==> src/rtl/font_rom_arbiter.sv <==
// Shares one synchronous font ROM among several glyph-row requesters.
// Requester 0 may take strict priority, the others rotate round-robin; grants are tracked to the ROM return.
module font_rom_arbiter #(
  parameter int REQ_CNT     = 4,
  parameter int A_WIDTH     = 13,
  parameter int D_WIDTH     = 16,
  parameter int ROM_LATENCY = 1,
  parameter int PRIO0       = 1,
  parameter int CNT_WIDTH   = 16
) (
  input  logic                       clk,
  input  logic                       rst_n,
  input  logic [REQ_CNT-1:0]         req_i,
  input  logic [REQ_CNT*A_WIDTH-1:0] addr_i,
  output logic [REQ_CNT-1:0]         gnt_o,
  output logic [A_WIDTH-1:0]         rom_addr_o,
  input  logic [D_WIDTH-1:0]         rom_data_i,
  output logic [REQ_CNT-1:0]         rd_valid_o,
  output logic [D_WIDTH-1:0]         rd_data_o,
  output logic [CNT_WIDTH-1:0]       deny_cnt_o
);

  localparam int PW = $clog2(REQ_CNT);

  logic [PW-1:0]        r_rr_ptr;
  logic [A_WIDTH-1:0]   r_addr_hold;
  logic [CNT_WIDTH-1:0] r_deny_cnt;
  logic [REQ_CNT-1:0]   r_vld [ROM_LATENCY];

  logic [REQ_CNT-1:0]   w_gnt;
  logic [PW-1:0]        w_gnt_idx;
  logic [PW-1:0]        w_idx;
  logic                 w_any_gnt;
  logic                 w_rr_gnt;
  logic [A_WIDTH-1:0]   w_gnt_addr;
  logic                 w_deny;

  // Grant selection: priority for requester 0, else rotating search after rr_ptr
  always_comb begin
    w_gnt     = '0;
    w_gnt_idx = '0;
    w_idx     = '0;
    w_any_gnt = 1'b0;
    w_rr_gnt  = 1'b0;
    if (!rst_n) begin
      w_any_gnt = 1'b0;
    end else if (PRIO0 != 0 && req_i[0]) begin
      w_any_gnt = 1'b1;
      w_gnt_idx = '0;
    end else begin
      for (int i = 1; i <= REQ_CNT; i++) begin
        w_idx = PW'((int'(r_rr_ptr) + i) % REQ_CNT);
        if (!w_any_gnt && req_i[w_idx] && (PRIO0 == 0 || w_idx != '0)) begin
          w_any_gnt = 1'b1;
          w_rr_gnt  = 1'b1;
          w_gnt_idx = w_idx;
        end else begin
          w_any_gnt = w_any_gnt;
        end
      end
    end
    if (w_any_gnt) begin
      w_gnt[w_gnt_idx] = 1'b1;
    end else begin
      w_gnt = '0;
    end
  end

  assign w_gnt_addr = addr_i[w_gnt_idx*A_WIDTH +: A_WIDTH];
  assign w_deny     = |(req_i & ~w_gnt);

  // State: pointer, held address, return pipeline and saturating deny counter
  always_ff @(posedge clk) begin
    if (!rst_n) begin
      r_rr_ptr    <= PW'(REQ_CNT - 1);
      r_addr_hold <= '0;
      r_deny_cnt  <= '0;
      for (int s = 0; s < ROM_LATENCY; s++) begin
        r_vld[s] <= '0;
      end
    end else begin
      if (w_any_gnt) begin
        r_addr_hold <= w_gnt_addr;
      end
      if (w_rr_gnt) begin
        r_rr_ptr <= w_gnt_idx;
      end
      r_vld[0] <= w_gnt;
      for (int s = 1; s < ROM_LATENCY; s++) begin
        r_vld[s] <= r_vld[s-1];
      end
      if (w_deny && r_deny_cnt != {CNT_WIDTH{1'b1}}) begin
        r_deny_cnt <= r_deny_cnt + CNT_WIDTH'(1);
      end
    end
  end

  assign gnt_o      = w_gnt;
  assign rom_addr_o = w_any_gnt ? w_gnt_addr : r_addr_hold;
  // Gate the return strobe so no pulse escapes once reset is asserted
  assign rd_valid_o = rst_n ? r_vld[ROM_LATENCY-1] : '0;
  assign rd_data_o  = rom_data_i;
  assign deny_cnt_o = r_deny_cnt;

endmodule

==> config.mk <==
export PLATFORM = sky130hd
export DESIGN_NAME = font_rom_arbiter
export DESIGN_NICKNAME = d
export VERILOG_FILES = /design/src/rtl/font_rom_arbiter.sv
export SDC_FILE = /design/constraint.sdc
export NUM_CORES = 1
export LEC_CHECK = 0
export CELL_PAD_IN_SITES_DETAIL_PLACEMENT = 0
export CELL_PAD_IN_SITES_GLOBAL_PLACEMENT = 1
export CORE_MARGIN = 1.5
export CORE_UTILIZATION = 30
export CTS_BUF_LIST = sky130_fd_sc_hd__clkbuf_8
export CTS_CLUSTER_DIAMETER = 120
export DETAILED_ROUTE_END_ITERATION = 16
export MAX_ROUTING_LAYER = met4
export PLACE_DENSITY_LB_ADDON = 0.1
export SYNTH_ARGS = -nofsm -noshare
export SYNTH_HDL_FRONTEND = slang
export SYNTH_SLANG_ARGS = --single-unit
==> constraint.sdc <==
create_clock -name clk -period 4.5 [get_ports clk]
set_clock_uncertainty 0.1 [all_clocks]
set_input_delay 0.675 -clock clk [delete_from_list [all_inputs] [get_ports clk]]
set_output_delay 0.675 -clock clk [all_outputs]
set_load 0.01 [all_outputs]
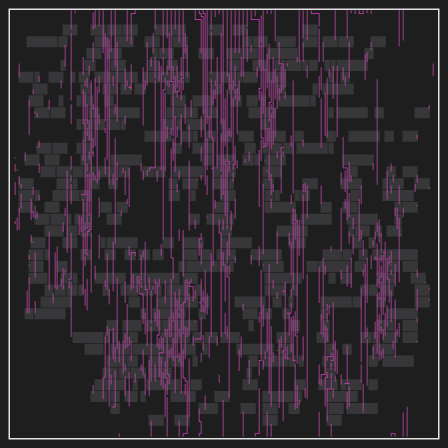
layer_met2.png
Cells faint in the background.
wire length on this layer: 3800 um
main direction: vertical
longest straight run: 42.3 um
nets with wire on the layer: 396
share of all routed wire: 46%
total wire length: 8190 um
met2 track utilization from global routing: 0.277
detailed-route via count: 2732

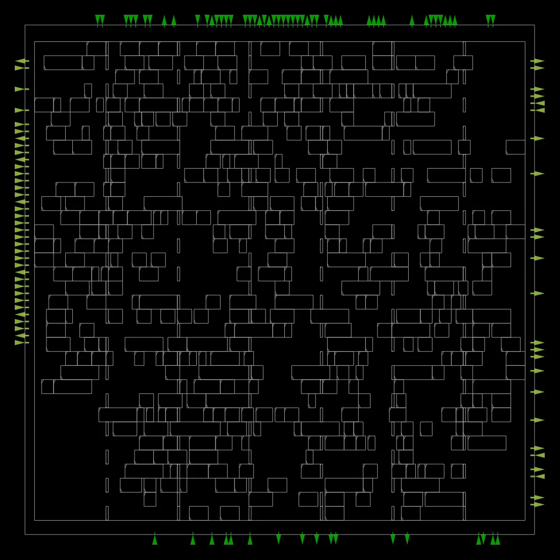
placement.png
number of tapcells: 108
count of standard-cell rows: 34
fillcell total: 920

==> flow_metrics.rpt <==
FLOW METRICS REPORT
----------------------------------------------------
[Hold path]
  Startpoint of the most critical hold path ........................ deny_cnt_o[5]

[Critical path]
  Crit path max fanout ........................ 25
  Category of cells accounting for the largest share of critical-path delay ........................ buffers and inverters
  Critical path start-end classification ........................ in -> out
  Levels on crit path ........................ 9
  Flop2flop setup slack ........................ ~1.2 ns
  Series of cell instances along the critical path ........................ clkdlybuf4s50_1 > mux4_2 > nor2b_4 > a41o_1 > buf_4 > a211oi_1 > a211oi_1 > o31ai_1 > clkdlybuf4s50_1
  Critical Path Sink ........................ rom_addr_o[7]
  Number of buffers and inverters on the critical path ........................ 3

[Yosys]
  Main area contributors after synthesis ........................ sky130_fd_sc_hd__dfxtp_1, sky130_fd_sc_hd__a211oi_1, sky130_fd_sc_hd__and2_1
  Mean area per synthesized cell ........................ roughly 8 um2
  Cell count after synthesis ........................ roughly 340
  Most common cell in the synthesized netlist ........................ sky130_fd_sc_hd__a211oi_1
  Count of library flops with an enable pin ........................ 0
  Yosys top cell area share ........................ 0.257
  Synth warnings ........................ 0

[Drt]
  Met1 routed wirelength after detailed routing ........................ 3850 um
  Average detailed-routed wire length per instance ........................ 15.6 um
  Met2 layer wire length in the routed design ........................ between 3000 and 4000 um
  Detail Route met3 WL ........................ 324 um

[Cells and area]
  Final layout net count ........................ 495

[Clock network]
  CTS tree ........................ yes
  Worst-path clk slew ........................ approximately 0.070 ns
  Num CTS Buffers ........................ 5

[Pwr]
  Pwr/cell area ........................ around 410 nW/um2
  Leakage power summed over all cells ........................ around 1.6 nW
  Sw Ratio ........................ 0.412
  Register share of total power ........................ 0.242

[STA]
  Max-slew violation count ........................ 0
  Minimum clock period after layout ........................ 4.34 ns
  Highest clock frequency the design can meet ........................ 0.230 GHz

[Placed design]
  Number of input and output port buffers inserted ........................ between 90 and 100
  Routability congestion estimate from global placement ........................ 0.811

[Global routing]
  Initial antenna violation count ........................ 0
  Wire length of the first global-routing pass ........................ 13400 um

[Run status]
  Run status ........................ complete, no violations

[Die]
  Initial Util ........................ 0.312

----------------------------------------------------
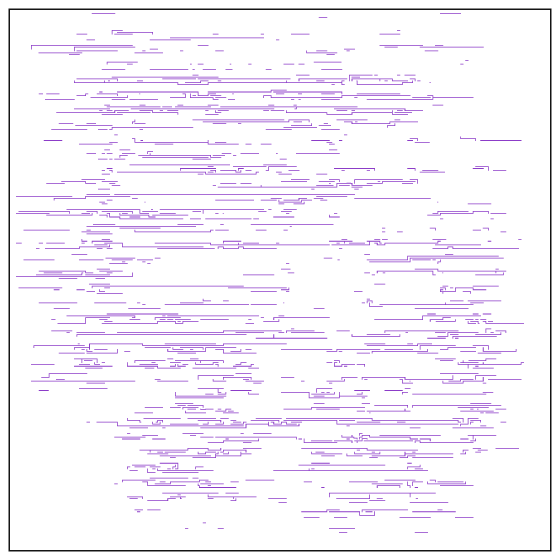
layer_met1.png
main direction: horizontal
nets with wire on the layer: 428
share of all routed wire: 47%
wire length on this layer: 3850 um
met1 usage in global routing: 0.231

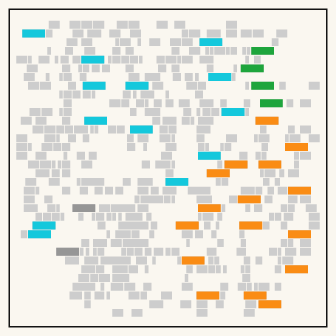
flops_by_reg.png
| colour | signal | flops |
|---|---|---|
| green | `r_vld` | 4 |
| orange | `deny_cnt_o` | 16 |
| cyan | `r_addr_hold` | 13 |
not coloured: 2
share of the core filled with cells: 0.438
sequential cell power: 377 uW
share of the final layout cell area in sequential cells: 0.183
total area of sequential cells: 701 um2

==> kinds of logic (layout without fill, tap and decap cells) <==
logic type / after synthesis / count (layout) / share of synthesized area
fa+ha+maj: 5 / 5 / 0.0229
buf+inv: 71 / 144 / 0.132
simple gates: 116 / 116 / 0.230
flops: 35 / 35 / 0.257
compound gates: 99 / 99 / 0.286
mux: 17 / 17 / 0.0728
==> cells in the final DEF, fill, tap and decap left out, drive strengths merged, types with 8 or more instances in the layout <==
cell type      count
clkdlybuf4s50     86
a211oi            52
dfxtp             35
nand2             30
inv               29
and2              21
o31ai             17
buf               14
nor2              13
nand2b            12
mux2i             12
nand3             10
a21oi              8
dlymetal6s2s       8
==> sequential cells by signal (all words and copies together) (netlist names) <==
register     cells
deny_cnt_o      16
r_addr_hold     13
r_vld            4
r_rr_ptr         2
==> per-stage QoR <==
step / area (um2) / setup TNS, ns / worst slack [ns] / instances / power [mW]
2_1_floorplan: 2730 / 0 / 0.901 / 343 / 0.980
3_3_place_gp: 3710 / 0 / 0.124 / 517 / 1.32
5_1_grt: 3830 / -0.000179 / -0.000179 / 524 / 1.67
4_1_cts: 3790 / 0 / 0.0248 / 524 / 1.57
6_report: 3830 / 0 / 0.156 / 524 / 1.56
3_5_place_dp: 3710 / 0 / 0.0982 / 517 / 1.32
==> cell type report <==
cell class                      instances  area share
Sequential cell                        35       0.183
Inverter                               29      0.0284
Multi-Input combinational cell        237       0.443
Clock inverter                          1     0.00131
Tap cell                              108      0.0352
Clock buffer                            6      0.0215
Timing Repair Buffer                  108       0.288
Power figures rest on the tool's default switching activity, not on a simulated workload.
